`config.mk`:
```
export PLATFORM = sky130hd
export DESIGN_NAME = decoder_arbiter
export DESIGN_NICKNAME = d
export VERILOG_FILES = /design/src/rtl/decoder_pkg.sv /design/src/rtl/rr_arbiter.sv /design/src/rtl/decoder_arbiter.sv
export SDC_FILE = /design/constraint.sdc
export NUM_CORES = 1
export LEC_CHECK = 0
export CORE_ASPECT_RATIO = 2
export CORE_MARGIN = 2
export CORE_UTILIZATION = 45
export CTS_BUF_LIST = sky130_fd_sc_hd__clkbuf_2 sky130_fd_sc_hd__clkbuf_4 sky130_fd_sc_hd__clkbuf_8
export DETAILED_ROUTE_END_ITERATION = 10
export PLACE_DENSITY = 0.85
export SYNTH_ARGS = -nofsm -noshare
export SYNTH_HDL_FRONTEND = slang
export SYNTH_HIERARCHICAL = 1
export SYNTH_SLANG_ARGS = --single-unit
```
`constraint.sdc`:
```
create_clock -name clk -period 9.2 [get_ports clk]
set_clock_uncertainty 0.05 [all_clocks]
set_input_delay 1.38 -clock clk [delete_from_list [all_inputs] [get_ports clk]]
set_output_delay 1.38 -clock clk [all_outputs]
set_load 0.05 [all_outputs]
```
`src/rtl/decoder_pkg.sv`:
```
// Shared definitions for the receive decoder/arbiter: word type and parity helper.
package decoder_pkg;

  localparam int DEC_DATA_WIDTH = 8;

  // Parity helper input width; narrower payloads are zero-extended, which
  // leaves the XOR reduction unchanged.
  localparam int DEC_PARITY_MAX_W = 32;

  // One received word: parity bit in the MSB, payload below it.
  typedef logic [DEC_DATA_WIDTH:0] dec_word_t;

  // Even parity bit for a payload: the XOR of all its bits.
  function automatic logic dec_even_parity(input logic [DEC_PARITY_MAX_W-1:0] data);
    return ^data;
  endfunction

endpackage

```
`src/rtl/rr_arbiter.sv`:
```
// Generic combinational round-robin picker: first asserted request at or
// after ptr, wrapping modulo NUM_REQ. Pointer storage lives in the caller.
module rr_arbiter #(
  parameter int NUM_REQ  = 4,
  parameter int ID_WIDTH = 2
) (
  input  logic [NUM_REQ-1:0]  req,
  input  logic [ID_WIDTH-1:0] ptr,
  output logic [NUM_REQ-1:0]  gnt,
  output logic [ID_WIDTH-1:0] idx,
  output logic                any
);

  // Scan candidates in priority order starting at ptr; the first hit wins.
  always_comb begin
    int cand;
    cand = 0;
    gnt  = '0;
    idx  = '0;
    any  = 1'b0;
    for (int k = 0; k < NUM_REQ; k++) begin
      cand = int'(ptr) + k;
      if (cand >= NUM_REQ) cand = cand - NUM_REQ;
      if (!any && req[cand]) begin
        any       = 1'b1;
        gnt[cand] = 1'b1;
        idx       = ID_WIDTH'(cand);
      end
    end
  end

endmodule

```
`src/rtl/decoder_arbiter.sv`:
```
// Round-robin arbiter sharing one parity-check stage among NUM_REQ requesters,
// with a registered, backpressured output stage.
// Optional per-requester saturating error counters: DECODER_ARBITER_ERRCNT_EN.
import decoder_pkg::*;

module decoder_arbiter #(
  parameter int DATA_WIDTH    = DEC_DATA_WIDTH,
  parameter int NUM_REQ       = 4,
  parameter int ID_WIDTH      = 2,
  parameter int ERR_CNT_WIDTH = 8
) (
  input  logic                             clk,
  input  logic                             arst,
  input  logic [NUM_REQ-1:0]               req_valid,
  input  logic [NUM_REQ*(DATA_WIDTH+1)-1:0] req_word,
  output logic [NUM_REQ-1:0]               req_ready,
  output logic                             out_valid,
  input  logic                             out_ready,
  output logic [DATA_WIDTH-1:0]            out_byte,
  output logic                             out_err,
  output logic [ID_WIDTH-1:0]              out_id
`ifdef DECODER_ARBITER_ERRCNT_EN
  ,
  input  logic                             err_clr,
  output logic [NUM_REQ*ERR_CNT_WIDTH-1:0] err_cnt
`endif
);

  localparam int WORD_W = DATA_WIDTH + 1;

  logic [ID_WIDTH-1:0] rr_ptr;
  logic [ID_WIDTH-1:0] ptr_next;
  logic [NUM_REQ-1:0]  gnt;
  logic [ID_WIDTH-1:0] win_idx;
  logic                win_any;
  logic                can_accept;
  logic                xfer;
  logic [WORD_W-1:0]   sel_word;
  logic                sel_err;

  rr_arbiter #(
    .NUM_REQ  (NUM_REQ),
    .ID_WIDTH (ID_WIDTH)
  ) u_rr_arbiter (
    .req (req_valid),
    .ptr (rr_ptr),
    .gnt (gnt),
    .idx (win_idx),
    .any (win_any)
  );

  // The output slot is free when empty or being drained this cycle.
  assign can_accept = !out_valid || out_ready;
  // Grant is suppressed during reset and while the output is stalled.
  assign req_ready  = (arst || !can_accept) ? '0 : gnt;
  assign xfer       = win_any && can_accept && !arst;

  // Only the winner's word is looked at; parity is checked inline.
  assign sel_word = req_word[win_idx*WORD_W +: WORD_W];
  assign sel_err  = sel_word[DATA_WIDTH] !=
                    dec_even_parity(DEC_PARITY_MAX_W'(sel_word[DATA_WIDTH-1:0]));

  // Pointer moves to the slot after the winner, wrapping at NUM_REQ.
  assign ptr_next = (int'(win_idx) == NUM_REQ - 1) ? '0 : win_idx + ID_WIDTH'(1);

  // Output stage: load on transfer, drop valid when drained with nothing new.
  always_ff @(posedge clk) begin
    if (arst) begin
      out_valid <= 1'b0;
      out_byte  <= '0;
      out_err   <= 1'b0;
      out_id    <= '0;
    end else if (xfer) begin
      out_valid <= 1'b1;
      out_byte  <= sel_word[DATA_WIDTH-1:0];
      out_err   <= sel_err;
      out_id    <= win_idx;
    end else if (out_ready) begin
      out_valid <= 1'b0;
    end
  end

  // Round-robin pointer advances only on an actual transfer.
  always_ff @(posedge clk) begin
    if (arst) begin
      rr_ptr <= '0;
    end else if (xfer) begin
      rr_ptr <= ptr_next;
    end
  end

`ifdef DECODER_ARBITER_ERRCNT_EN
  genvar gi;
  generate
    for (gi = 0; gi < NUM_REQ; gi++) begin : g_errcnt
      logic [ERR_CNT_WIDTH-1:0] cnt_reg;

      // Saturating count of bad-parity transfers; clear beats increment.
      always_ff @(posedge clk) begin
        if (arst || err_clr) begin
          cnt_reg <= '0;
        end else if (xfer && win_idx == ID_WIDTH'(gi) && sel_err && cnt_reg != '1) begin
          cnt_reg <= cnt_reg + ERR_CNT_WIDTH'(1);
        end
      end

      assign err_cnt[gi*ERR_CNT_WIDTH +: ERR_CNT_WIDTH] = cnt_reg;
    end
  endgenerate
`endif

endmodule
```
placement_by_type.png
Scale bar: 10 um. Fill, decap, tap and diode cells in gray.
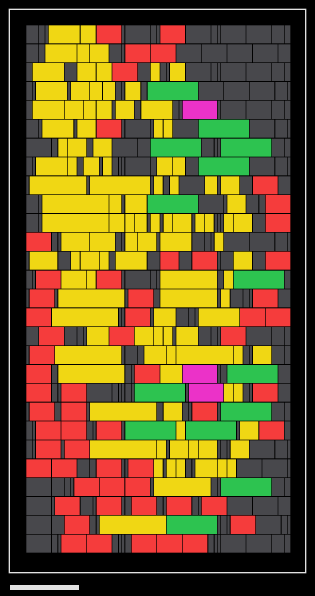
Green shows sequential cells, cells 14, share of their area 15%. Red shows remaining buffers and delay cells, cells 59, share of their area 31%. Yellow shows combinational and other logic, cells 110, share of their area 53%. Magenta shows clock drivers, cells 3, share of their area 2.2%.
fin util: 67.2%
Row Count: 28
Core Area: 0.00291 mm2

placement.png
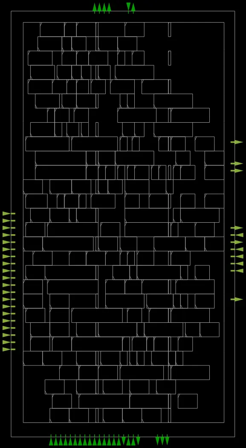
flip-flops: 14
Finished Layout Cells: 216
Seq/total area: 14.3%
fill cell count: 245
n_taps: 30

logic_types.png
Scale bar: 10 um.
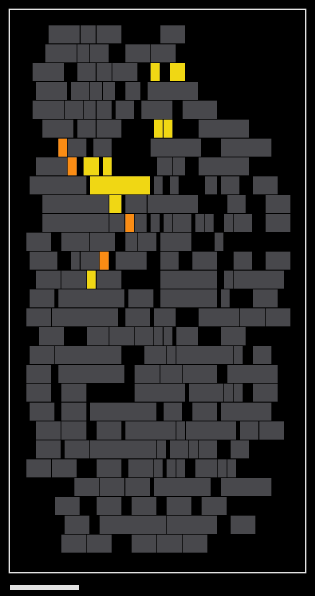
Yellow shows nor cells, cells 9, most used nor2_1. Orange shows inv cells, cells 4, most used inv_1.
most frequent logic cell in the layout: clkdlybuf4s50_1
combinational fraction of the cell area: 50.7%

==> results_slide.txt <==
Flow Results at a Glance

Setup path
  – Largest delay contributor family on the critical path: buffers and inverters
  – Crit-path cells: clkdlybuf4s50_1 -> mux4_1 -> nor4b_4 -> a22oi_1 -> o21ai_0 -> and2_1 -> clkdlybuf4s50_1
  – CP Buf/Inv Count: 2
  – Reg-to-reg startpoint: rr_ptr[0]
  – Crit path depth: 7
  – Crit Path Class: input port to output port
  – Setup crit end: req_ready[1]
  – Slowest stage delay, CP: 0.79 ns
  – CP endpoint kind: output port
  – CP max FO: 13
  – Critical Path Source Type: input port
  – WP data required: around 7.8 ns
  – Most frequent CP cell: clkdlybuf4s50_1
  – Worst R2R End: out_err
  – Worst R2R Setup Slack: approximately 5 ns
  – Slowest stage cell, crit path: clkdlybuf4s50_1
  – Worst reg2reg path depth: 12

Yosys
  – Xor+xnor area frac: 6.19%
  – Syn Nets: 184
  – Synth area leader: dfxtp_1
  – Post-synth EDFFs: 0
  – Synth top area share: 21.0%
  – Top cells, area: dfxtp_1 (21%), mux4_1 (18%), ha_1 (8.4%), nand2_1 (7.0%), mux4_2 (6.7%)
  – Adders+Majority by Area: 8.43%
  – Basic Gates by Area: 22.3%
  – Top cells by count: nand2_1 (25), dfxtp_1 (14), nand3b_1 (12)
  – Synth Area per Inst: slightly above 10 um2
  – # Cells Yosys: between 100 and 150
  – Seq share, synth: 21.0%
  – Registers, synthesis: 14
  – Mapped Cells: 132
  – Synth warnings: 6
  – Mux cell area share: 26.9%
  – Async set-reset flop share out of synthesis: 0%

Pwr
  – Total sequential power: roughly 0.00011 W
  – Sw Pwr: 0.000318 W
  – Int Pwr: between 0.0003 and 0.0004 W
  – Clock power share: 7.2%
  – Clk pwr: 0.0000494 W
  – Pwr top: combinational cells
  – Comb pwr share: between 70 and 80%
  – Leak pwr: 0.780 nW
  – VDD IR-drop max: 0.167 mV
  – Comb. pwr: 0.000519 W

Layout
  – Post-route cell area: 0.00195 mm2
  – Signal buffers share of area: a little under a third
  – Biggest Area Class: multi-input combinational cells
  – Max reg flops: 8
  – Inverters: 4
  – Diodes inserted: 0
  – Register area: approximately 280 um2
  – Nets: roughly 240
  – Top Registers: out_byte x8, out_id x2, rr_ptr x2

Placed design
  – Placer Congestion: 0.788
  – Port Buf Inserts: 58

Global routing
  – Initial antenna violation count: 0
  – Vias in the first global route: 1248
  – Maximum number of pins on one net before global-route repair: 16
  – M2 GR Usage: a little over two fifths
  – GRT Residual Overflow: 0
  – GR peak layer: met2

Final timing
  – RSZ-0062 raised after global routing: false
  – Worst slew margin: 57.8%
  – Setup-failing EPs final: 0
  – Hold Slack: 0.428 ns
  – Slew of the pin with the lowest slew margin: 0.632 ns

Hold path
  – Hold Crit Class: flop to flop
  – Worst Hold Path EP: out_byte[0]

Status
  – Outcome: finished, final reports clean

Detailed routing
  – Drt initial violations: 29
  – Post-DR wirelength/cell: 15.1 um
  – Met3 WL post-DR: 174 um
  – Drt total wl: 3.26 mm
  – DR DRC count: 0
  – Drt first pass iters: 4
  – Met1 WL: between 1 and 1.5 mm

CTS
  – Num Clock Sinks: 14
  – Post-CTS sizing: 0
  – Clk root buf: clkbuf_8
  – Num CTS Buffers: 3
  – Hold_buf cts: 0
  – CTS tree: yes
  – Clk slew on worst S/H paths: 0.05 ns
  – Setup Fix Bufs, Post-CTS: 0

Run
  – Maximum Capacitance Violations: 0
  – OpenROAD warnings: 33

Floorplanning
  – Width of the die: 42.5 um
Power is estimated from default activity; no workload was simulated.
